Design if_stage, sky130hd; sources not shown.
**Run 1: the metal 3 layer**

The bar under the picture is 50 microns long.
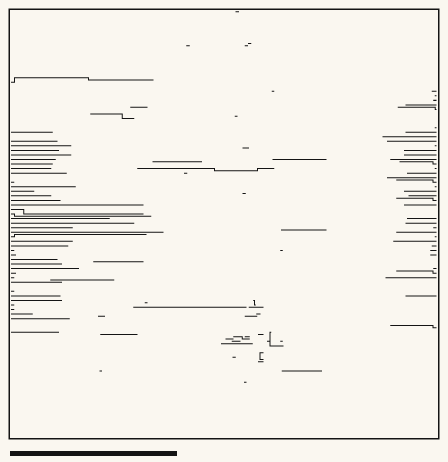
The longest straight run is 45.3 microns. 98 nets have wire on it. The wires run mostly horizontal. The layer carries 1220 microns of wire. The layer holds 8.0% of the routed length.
Via Count: 4339
final routed wirelength across all metal layers: 15.22 mm
met3 global-route usage: 7.612%

**Run 1: met4 routing**

Supply wires on this layer in grey. Cells faint in the background.
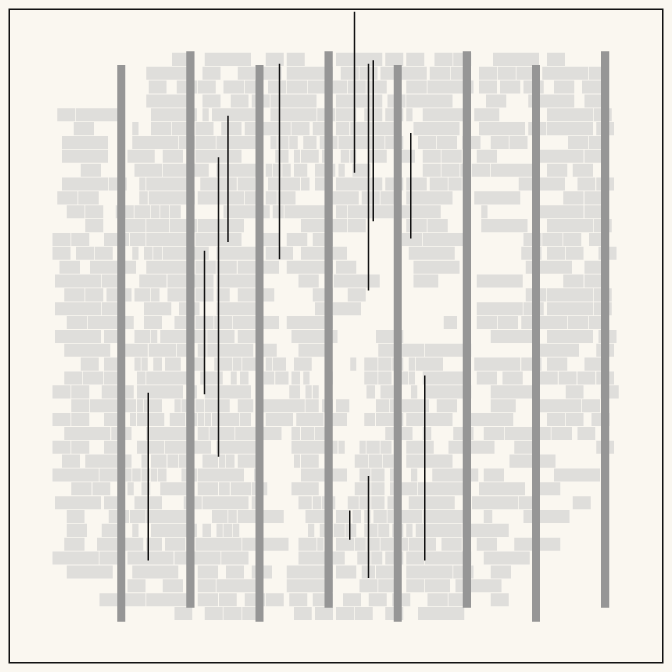
9 nets have wire on it. The layer holds 2.4% of the routed length. The longest straight run is 58.5 microns.

**Run 1: cell sizes after repair**

The bar under the picture is 50 microns long.
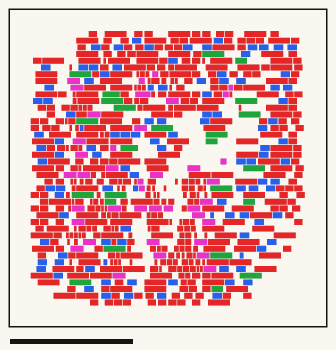
Key: x6 and larger = green [cells 24, share 3.8%]; x1 and smaller = red [cells 466, share 73%]; x2 = blue [cells 107, share 17%]; x3 and x4 = magenta [cells 40, share 6.3%]
Syn-to-layout area delta: 39.27%
Final Cell Area: 8387 sq um
final worst-path setup slack: 1.192 ns
Buffers excl. clock: 175

==> impl_results.html <==
<h3>Flow metrics</h3>
<table>
<tr><th>Metric</th><th>Value</th></tr>
<tr><th colspan="2">Drt</th></tr>
<tr><td>Average wire length per cell after detail routing</td><td>between 15 and 20 microns</td></tr>
<tr><td>Drt drc</td><td>0</td></tr>
<tr><td>Remaining number of nets flagged by the antenna check after routing</td><td>0</td></tr>
<tr><td>Starting DRT DRC Count</td><td>around 200</td></tr>
<tr><td>Vias per Instance</td><td>approximately 5.4</td></tr>
<tr><td>First-pass DRT Iterations</td><td>4</td></tr>
<tr><th colspan="2">Pwr</th></tr>
<tr><td>Maximum vdd ir drop</td><td>~440 uV</td></tr>
<tr><td>Proportion of power drawn by the clock network</td><td>between 20% and 30%</td></tr>
<tr><td>Share of power burned in combinational logic</td><td>40.7%</td></tr>
<tr><td>Internal power</td><td>about 4300 uW</td></tr>
<tr><td>Part of the power in registers</td><td>36.4%</td></tr>
<tr><td>Overall Power</td><td>6764 uW</td></tr>
<tr><td>Cell leakage power</td><td>0.003532 uW</td></tr>
<tr><td>Total power density per cell area</td><td>between 800 and 900 nW/um^2</td></tr>
<tr><td>Sw Share</td><td>roughly 36%</td></tr>
<tr><td>Net load switching power</td><td>~2400 uW</td></tr>
<tr><th colspan="2">Synthesis</th></tr>
<tr><td>Ys async rst share</td><td>100.0%</td></tr>
<tr><td>Number of nets at floorplan</td><td>around 530</td></tr>
<tr><td>Seq cells post-synth</td><td>between 100 and 150</td></tr>
<tr><td>Most area-consuming cells after synthesis</td><td>sky130_fd_sc_hd__dfrtp_1 (55%), sky130_fd_sc_hd__mux2_2 (19%), sky130_fd_sc_hd__mux2_4 (7.5%)</td></tr>
<tr><td>Post-synthesis chip area from yosys</td><td>around 6000 sq um</td></tr>
<tr><td>Portion of the post-synthesis area used by sequential elements</td><td>54.85%</td></tr>
<tr><td>Yosys warning total</td><td>6</td></tr>
<tr><td>Cell accounting for the most synthesized area</td><td>sky130_fd_sc_hd__dfrtp_1</td></tr>
<tr><td>Post-synthesis instance area</td><td>~6000 sq um</td></tr>
<tr><td>Mean cell area of the mapped netlist</td><td>approximately 13 sq um</td></tr>
<tr><td>Share of the synthesized area in the top cell type</td><td>54.85%</td></tr>
<tr><td>Cells in synth_stat.txt</td><td>between 400 and 500</td></tr>
<tr><td>Post-synth EDFFs</td><td>0</td></tr>
<tr><td>Gate count after technology mapping</td><td>455</td></tr>
<tr><td>Distinct cell type count after synthesis</td><td>33</td></tr>
<tr><td>Main flop type</td><td>sky130_fd_sc_hd__dfrtp_1</td></tr>
<tr><th colspan="2">Floorplan</th></tr>
<tr><td>Die height</td><td>roughly 130 microns</td></tr>
<tr><td>Number of placement rows</td><td>41</td></tr>
<tr><td>Share of the core filled by cells before placement</td><td>48.51%</td></tr>
<tr><td>Top-level I/O count</td><td>170</td></tr>
<tr><td>Die Size</td><td>roughly 16000 sq um</td></tr>
<tr><td>Placeable core area</td><td>12410 sq um</td></tr>
<tr><td>Floorplan die width</td><td>between 100 and 150 microns</td></tr>
<tr><th colspan="2">CTS</th></tr>
<tr><td>Number of gates resized after CTS</td><td>0</td></tr>
<tr><td>Num Clock Sinks</td><td>132</td></tr>
<tr><td>Setup repair bufs after CTS</td><td>0</td></tr>
<tr><td>Clk_lat worst skew</td><td>roughly 0.4 ns</td></tr>
<tr><td>Inserted Clock Buffers</td><td>17</td></tr>
<tr><td>H-tree depth</td><td>4</td></tr>
<tr><td>Clock tree from TritonCTS</td><td>built</td></tr>
<tr><td>Clock root buffer</td><td>sky130_fd_sc_hd__clkbuf_16</td></tr>
<tr><td>Maximum buffer depth of the clock tree</td><td>2</td></tr>
<tr><td>Hold-fix buffers at CTS</td><td>0</td></tr>
<tr><td>Clock transition time at the flip-flop clock pins of the worst setup and hold paths</td><td>0.06 ns</td></tr>
<tr><th colspan="2">Global route</th></tr>
<tr><td>Number of global-route vias before repair</td><td>~4700</td></tr>
<tr><td>Pin count of the biggest net entering global routing</td><td>approximately 68</td></tr>
<tr><td>Wire length of the first global-routing pass</td><td>around 25 mm</td></tr>
<tr><td>Remaining Overflow, GRT</td><td>0</td></tr>
<tr><td>Initial antenna violation count</td><td>0</td></tr>
<tr><td>Total routing resource utilization after global routing</td><td>between 10% and 20%</td></tr>
<tr><th colspan="2">STA</th></tr>
<tr><td>Highest achievable clock rate</td><td>0.4152 GHz</td></tr>
<tr><td>Post-layout minimum cycle time</td><td>2.408 ns</td></tr>
<tr><td>Max_slew headroom</td><td>43.90%</td></tr>
<tr><td>Part of the cycle the worst path needs</td><td>between 60% and 70%</td></tr>
<tr><td>Setup violators final</td><td>0</td></tr>
<tr><td>Pin slew with the least headroom to its limit</td><td>approximately 0.84 ns</td></tr>
<tr><td>Post-Route Skew</td><td>0.006136 ns</td></tr>
<tr><td>Accumulated negative setup slack</td><td>0 ns</td></tr>
<tr><td>Number of pins exceeding their max-slew limit in the final report</td><td>0</td></tr>
<tr><td>RSZ-0062 raised after global routing</td><td>false</td></tr>
<tr><td>Count of final hold-check violations</td><td>0</td></tr>
<tr><th colspan="2">Worst setup path</th></tr>
<tr><td>Largest fanout on the critical path</td><td>7</td></tr>
<tr><td>Crit path arrival time</td><td>between 1.5 and 2 ns</td></tr>
<tr><td>Flop-to-flop setup slack</td><td>between 1 and 1.5 ns</td></tr>
<tr><td>Buffers &amp; Inverters on Critical Path</td><td>1</td></tr>
<tr><td>Required time of the worst setup path</td><td>2.88 ns</td></tr>
<tr><td>Logic depth of the worst setup path including buffers</td><td>1</td></tr>
<tr><td>Nature of the critical path endpoint</td><td>primary output</td></tr>
<tr><td>FF-to-FF path depth</td><td>5</td></tr>
<tr><td>Crit-path cells</td><td>clkdlybuf4s50_1</td></tr>
<tr><td>Cell family with most CP delay</td><td>buffers and inverters</td></tr>
<tr><td>CP max-delay cell</td><td>sky130_fd_sc_hd__clkdlybuf4s50_1</td></tr>
<tr><td>Critical path start-end classification</td><td>reg -&gt; out</td></tr>
<tr><td>Worst Setup Start Kind</td><td>register</td></tr>
<tr><td>Crit-path max cell delay</td><td>0.74 ns</td></tr>
<tr><th colspan="2">Layout</th></tr>
<tr><td>Combinational Area</td><td>around 2600 sq um</td></tr>
<tr><td>FF+latch area</td><td>~3300 sq um</td></tr>
<tr><td>Proportion of layout cells with a drive suffix above 1</td><td>between 20% and 30%</td></tr>
<tr><td>Post-route core utilization</td><td>between 60 and 70%</td></tr>
<tr><td>Number of fillers in the final layout</td><td>approximately 940</td></tr>
<tr><td>Net total in the final layout</td><td>between 600 and 700</td></tr>
<tr><td>Antenna diode count</td><td>0</td></tr>
<tr><th colspan="2">Flow run</th></tr>
<tr><td>Tally of max-capacitance violations</td><td>0</td></tr>
<tr><td>Stage-log warning count</td><td>28</td></tr>
<tr><th colspan="2">Hold path</th></tr>
<tr><td>Min-Delay Path Class</td><td>reg -&gt; reg</td></tr>
<tr><td>Hold depth</td><td>1</td></tr>
<tr><th colspan="2">Placement</th></tr>
<tr><td>Routability congestion estimate</td><td>approximately 0.78</td></tr>
<tr><td>DP Wirelength</td><td>around 11 mm</td></tr>
<tr><td>Count of buffers from port buffering</td><td>approximately 170</td></tr>
<tr><th colspan="2">Outcome</th></tr>
<tr><td>Outcome</td><td>complete, no violations</td></tr>
</table>
## run 1: cell usage after synthesis (all sizes together) (4+ instances only)
cell	instances
a31oi	11
buf	6
clkbuf	19
dfrtp	132
inv	6
mux2	129
nand2	26
nand3	12
nand4	12
nor2	17
nor2b	4
nor4	5
o21ai	17
o31ai	12
or4	14
xnor2	8
xor2	7
## run 1: power groups by stage
stage | registers, uW | clock network (uW) | logic [uW]
final | 2470 | 1550 | 2750
after global routing | 2550 | 1640 | 2890
after floorplan | 3270 | 0 | 765
after detailed placement | 2480 | 0 | 2780
after global placement | 2430 | 0 | 2730
after CTS | 2470 | 1580 | 2790
## run 1: metal layers
layer	GRT usage, %	routed length, microns
met1	21.53	6005
met2	32.20	7625
met3	7.612	1219
met5	0	0
met4	9.021	369
## run 1: metrics by stage
stage	hold slack (ns)	worst slack, ns	cell area [sq um]	std cells
2_1_floorplan	0.4767	0.2612	6022	455
3_3_place_gp	0.4849	0.9028	7850	777
3_5_place_dp	0.4912	0.8422	7850	777
4_1_cts	0.5033	1.152	8387	809
5_1_grt	0.5094	1.110	8387	809
6_report	0.4985	1.192	8387	809
## run 1: final cells by class
cell class	instances	area share, %
Timing Repair Buffer	175	20.92
Multi-Input combinational cell	292	30.43
Sequential cell	132	39.39
Clock inverter	4	0.2387
Tap cell	172	2.566
Clock buffer	28	6.161
Inverter	6	0.2984
## run 1: layout by cell type, fill, tap and decap left out, drive strengths merged
cell	n
o211ai	1
nor2	17
clkbuf	28
dfrtp	132
a21oi	3
nand4	12
a31oi	11
buf	9
nand2	26
nor3	3
and4	3
o21ai	17
clkdlybuf4s50	166
nand2b	1
clkinv	4
inv	6
or4	14
xor2	7
and3	1
mux2	129
and2	2
or2	1
nor4	5
xnor2	8
a311o	1
or3	1
nor2b	4
o31ai	12
ha	1
nand3	12
## run 1: logic make-up after synthesis
logic type	share of synthesized area [%]
muxes	25.99
xor gates and xnor gates	2.182
AOI/OAI and AO/OA	4.592
DFF	54.85
adders and majority gates	0.2077
and+or+nand+nor	9.183
buffers and inverters	2.992
Power and IR drop assume default switching activity.
